## src/rtl/regfile32_rd.sv

```systemverilog
// ---------------------------------------------------------------------------
// regfile32_rd : 32-entry register file, one-hot write, two 1-cycle read ports
// Revision     : 1.0
// ---------------------------------------------------------------------------
`default_nettype none

module regfile32_rd #(
  parameter int WIDTH    = 32,
  parameter int ZERO_REG = 1
) (
  input  logic             clk,
  input  logic             rst_n,
  input  logic [31:0]      wen,
  input  logic [WIDTH-1:0] wdata,
  input  logic             ra_req,
  input  logic [4:0]       ra_addr,
  output logic             ra_valid,
  output logic [WIDTH-1:0] ra_data,
  input  logic             rb_req,
  input  logic [4:0]       rb_addr,
  output logic             rb_valid,
  output logic [WIDTH-1:0] rb_data,
  input  logic             err_clr,
  output logic             err
);

  localparam int NUM_ENTRIES = 32;
  localparam int NUM_PORTS   = 2;

  logic [WIDTH-1:0] mem [NUM_ENTRIES];

  logic             wen_any;
  logic             wen_multi;
  logic             wen_zero_only;
  logic             write_ok;
  logic [4:0]       widx;

  // A multi-hot vector has some bit left set after clearing its lowest one.
  assign wen_any       = |wen;
  assign wen_multi     = |(wen & 32'(wen - 32'd1));
  assign wen_zero_only = (ZERO_REG != 0) && (wen == 32'h0000_0001);
  assign write_ok      = wen_any && !wen_multi && !wen_zero_only;

  always_comb begin
    widx = 5'd0;
    for (int i = 0; i < NUM_ENTRIES; i++) begin
      if (wen[i]) widx = widx | 5'(i);
    end
  end

  always_ff @(posedge clk or negedge rst_n) begin
    if (!rst_n) begin
      for (int i = 0; i < NUM_ENTRIES; i++) mem[i] <= '0;
    end else if (write_ok) begin
      mem[widx] <= wdata;
    end
  end

  always_ff @(posedge clk or negedge rst_n) begin
    if (!rst_n) begin
      err <= 1'b0;
    end else if (wen_multi) begin
      err <= 1'b1;
    end else if (err_clr) begin
      err <= 1'b0;
    end
  end

  logic             req_p   [NUM_PORTS];
  logic [4:0]       addr_p  [NUM_PORTS];
  logic             valid_p [NUM_PORTS];
  logic [WIDTH-1:0] data_p  [NUM_PORTS];

  assign req_p[0]  = ra_req;
  assign req_p[1]  = rb_req;
  assign addr_p[0] = ra_addr;
  assign addr_p[1] = rb_addr;
  assign ra_valid  = valid_p[0];
  assign rb_valid  = valid_p[1];
  assign ra_data   = data_p[0];
  assign rb_data   = data_p[1];

  generate
    for (genvar p = 0; p < NUM_PORTS; p++) begin : g_port
      logic [WIDTH-1:0] rd_value;

      // Entry 0 is forced to zero ahead of the bypass so a same-cycle write cannot leak through.
      always_comb begin
        if ((ZERO_REG != 0) && (addr_p[p] == 5'd0)) begin
          rd_value = '0;
        end else if (write_ok && (widx == addr_p[p])) begin
          rd_value = wdata;
        end else begin
          rd_value = mem[addr_p[p]];
        end
      end

      always_ff @(posedge clk or negedge rst_n) begin
        if (!rst_n) begin
          valid_p[p] <= 1'b0;
          data_p[p]  <= '0;
        end else begin
          valid_p[p] <= req_p[p];
          if (req_p[p]) data_p[p] <= rd_value;
        end
      end
    end
  endgenerate

endmodule

`default_nettype wire

```

## config.mk

```make
export PLATFORM = sky130hd
export DESIGN_NAME = regfile32_rd
export DESIGN_NICKNAME = d
export VERILOG_FILES = /design/src/rtl/regfile32_rd.sv
export SDC_FILE = /design/constraint.sdc
export NUM_CORES = 2
export LEC_CHECK = 0
export CAP_MARGIN = 15
export CORE_AREA = 3 3 304 306
export CTS_CLUSTER_SIZE = 12
export DETAILED_ROUTE_END_ITERATION = 12
export DIE_AREA = 0 0 307 309
export PLACE_DENSITY = 0.83
export SLEW_MARGIN = 20
export SYNTH_ARGS = -nofsm -noshare
export SYNTH_HDL_FRONTEND = slang
export SYNTH_SLANG_ARGS = --single-unit
```

## constraint.sdc

```tcl
create_clock -name clk -period 3.4 [get_ports clk]
set_clock_uncertainty 0.2 [all_clocks]
set_input_delay 0.68 -clock clk [delete_from_list [all_inputs] [get_ports clk]]
set_output_delay 0.68 -clock clk [all_outputs]
set_load 0.05 [all_outputs]
```

Figure 1. Cell classes on the final placement.
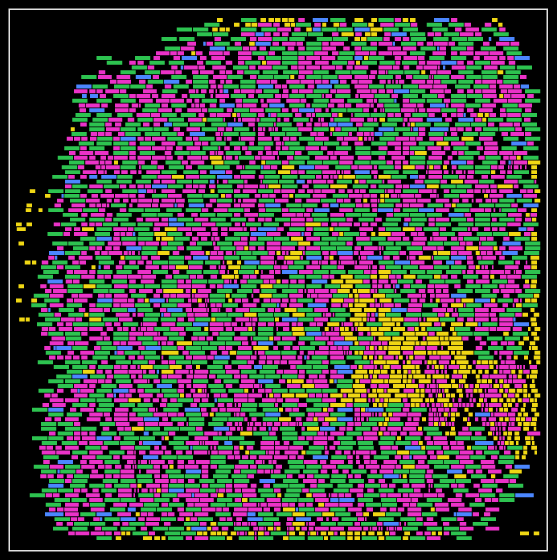
Yellow marks other buffers and delay cells, cells 608. Green marks flip-flops, cells 1091. Blue marks clock drivers and dummy loads, cells 193. Magenta marks all other logic, cells 2334.

Figure 2. Wiring by layer.
Scale bar: 100 µm.
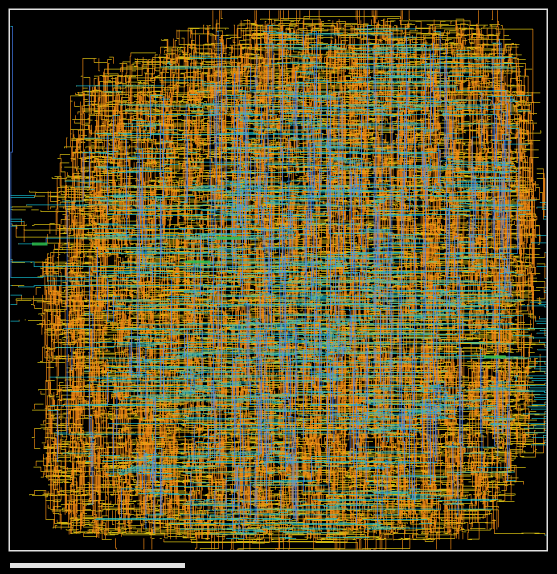
Green marks met5, wire length 43.2 µm. Orange marks met2, wire length 85.8 mm. Blue marks met4, wire length 13600 µm. Yellow marks met1, wire length 65.5 mm. Cyan marks met3, wire length 25.3 mm.

Figure 3. Congestion heat map.
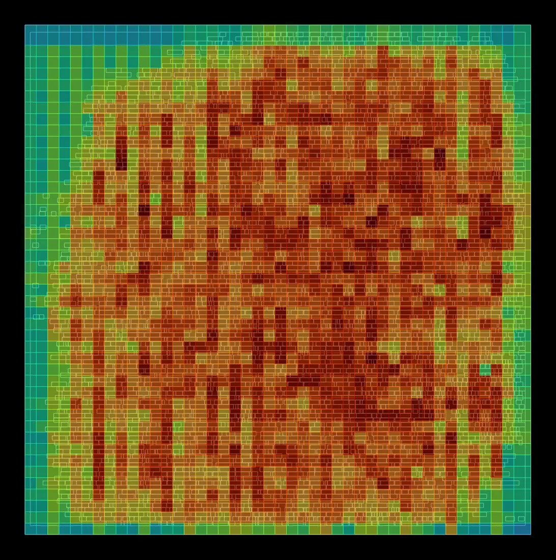
routed length per placed instance: 35.22 µm
met1 Usage GRT: 0.5280
global route hottest layer: met2
GR Layer Usage met2: 0.6083
GRT Util Overall: 0.4005

Figure 4. Power grid.
Pins as bars on the die edge. Tap cells in grey.
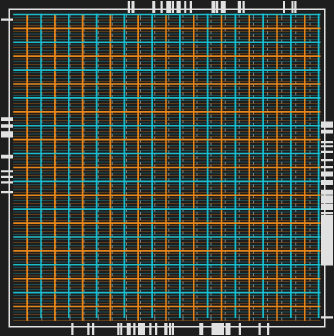
Orange marks VSS. Cyan marks VDD.
146 signal pins sit on the boundary. The core has 110 rows. 1176 tap cells.

Figure 5. Routed clock nets over the placement.
Scale bar: 100 µm.
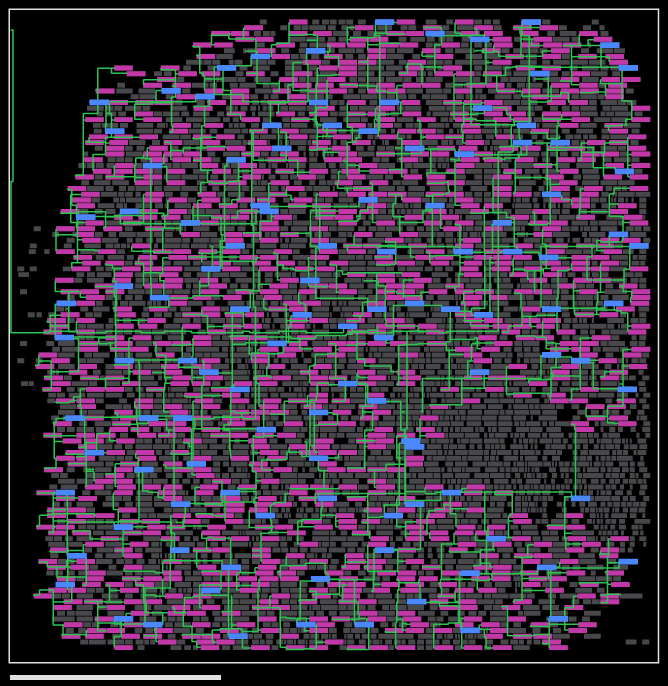
Green marks clock wires, length 13100 µm. Blue marks cells driving clock nets, count 113. Magenta marks flip-flops, count 1091.
Position of the flops: widely spread.
proportion of power drawn by the clock network: 0.449
insertion delay to the later sink of the worst-skew pair: 0.73 ns
Power Clock: 0.0125 W

## layer usage
metal  vias to the layer above  routed length, µm  GRT usage
met2                      2999              85770     0.6083
met5                         -                 43          0
met4                         8              13610     0.2211
met3                       922              25320     0.1170
li1                      15679                  -          -
met1                     21178              65510     0.5280
## sequential cells by signal, summed over array words and instances (netlist names)
| name | count |
|---|---|
| rb_data | 32 |
| rb_valid | 1 |
| ra_valid | 1 |
| ra_data | 32 |
| mem | 1024 |
| err | 1 |
## final timing paths
| path | slack (ns) | from | cells past startpoint | endpoint |
|---|---|---|---|---|
| max in group asynchronous | 1.60 | rst_n | 4 | ra_data[2]$_DFFE_PN0P_ |
| worst max register to register | 1.01 | mem[156]$_DFFE_PN0P_ | 5 | rb_data[28]$_DFFE_PN0P_ |
| worst max-delay path | -0.09 | wen[22] | 13 | mem[32]$_DFFE_PN0P_ |
| worst min-delay path | 0.20 | mem[999]$_DFFE_PN0P_ | 0 | mem[999]$_DFFE_PN0P_ |
| min in group asynchronous | 0.27 | rst_n | 2 | mem[798]$_DFFE_PN0P_ |
| worst min register to register | 0.20 | mem[999]$_DFFE_PN0P_ | 0 | mem[999]$_DFFE_PN0P_ |
## stage by stage
stage	util	total power (W)	TNS (ns)	setup slack [ns]
6_report	0.7720	0.02784	-1.389	-0.08618
5_1_grt	0.7720	0.02849	-12.73	-0.1415
4_1_cts	0.7669	0.02782	0	0.01228
3_5_place_dp	0.7213	0.01551	-848.13	-1.171
3_3_place_gp	0.7213	0.01548	-813.35	-1.108
2_1_floorplan	-	0.01431	-168.34	-0.2867
## repair_timing
item / CTS / global route
hold endpoints to repair: 36 / 0
gates cloned: 6 / 9
setup endpoints to repair: 932 / 969
pin swaps: 16 / 19
setup buffers: 21 / 15
resized: 81 / 67
hold buffers: 1 / 0
==> impl_metrics.tcl <==
# implementation run metrics
set metrics [dict create \
    status "finished with violations" \
    failing_checks "setup timing" \
    mappedNetlistArea_um2 58230 \
    place.gp.congestion 0.9165 \
    die.size.y_um 309 \
    combAreaFraction 0.4283 \
    synth.top_cell.area_share 0.4689 \
    tightest_slew_ns 1.014 \
    ctsLongestPathBuffers 3 \
    final_layout_fill_cell_count 4816 \
    synth-async-reset-ratio 1.000 \
    power_frac_seq 0.469 \
    clkCellAreaFrac 0.05286 \
    yosys-mux-area-fraction 0.4334 \
    number_of_synthesized_register_bits 1091 \
    numPortBuffers 145 \
    top_level_ports 146 \
    dp_hpwl_um 116700 \
    power.largest_group "registers" \
    openroad.warnings 38 \
    post_route_cells_drive_above_1_share 0.5426 \
    number_of_setup_violations_in_the_final_report 56 \
    combGateArea_um2 29710 \
    path_max_fanout 7 \
    placed_cells_incl_taps 5166 \
    drt_first_iter_violations 5143 \
    cp.buffers_inverters 6 \
    num-clock-buffers 163 \
    power_density_nw_per_um2 401.3 \
    core_area_um2 89870 \
    hold_slack_ns 0.2003 \
    area_growth_pct 19.16 \
    startpoint_class "primary input" \
    synth-adder-area-share 0.0001719 \
    tritoncts "built" \
    layout_top_cells "sky130_fd_sc_hd__dfrtp_1 (1091), sky130_fd_sc_hd__mux2_2 (978), sky130_fd_sc_hd__mux4_2 (568), sky130_fd_sc_hd__buf_4 (284), sky130_fd_sc_hd__buf_12 (148)" \
    grt_antenna_before_repair 4 \
    area_used_by_sequential_logic_in_the_layout_um2 27300 \
    simple_gate_share 0.02869 \
    setup_ws_ns -0.08618 \
    ctsRootBufferMaster "sky130_fd_sc_hd__clkbuf_16" \
    worst_ep_required_time_ns 3.77 \
    grt_start_max_net_pins 114 \
    p_seq_w 0.0131 \
    placement_rows 110 \
    synth-area-yosys_um2 58230 \
    clkTransAtPathRegs_ns 0.06 \
    synth.yosys.warnings 0 \
    relSlewSlack 0.3216 \
]
Power figures rest on the tool's default switching activity, not on a simulated workload.
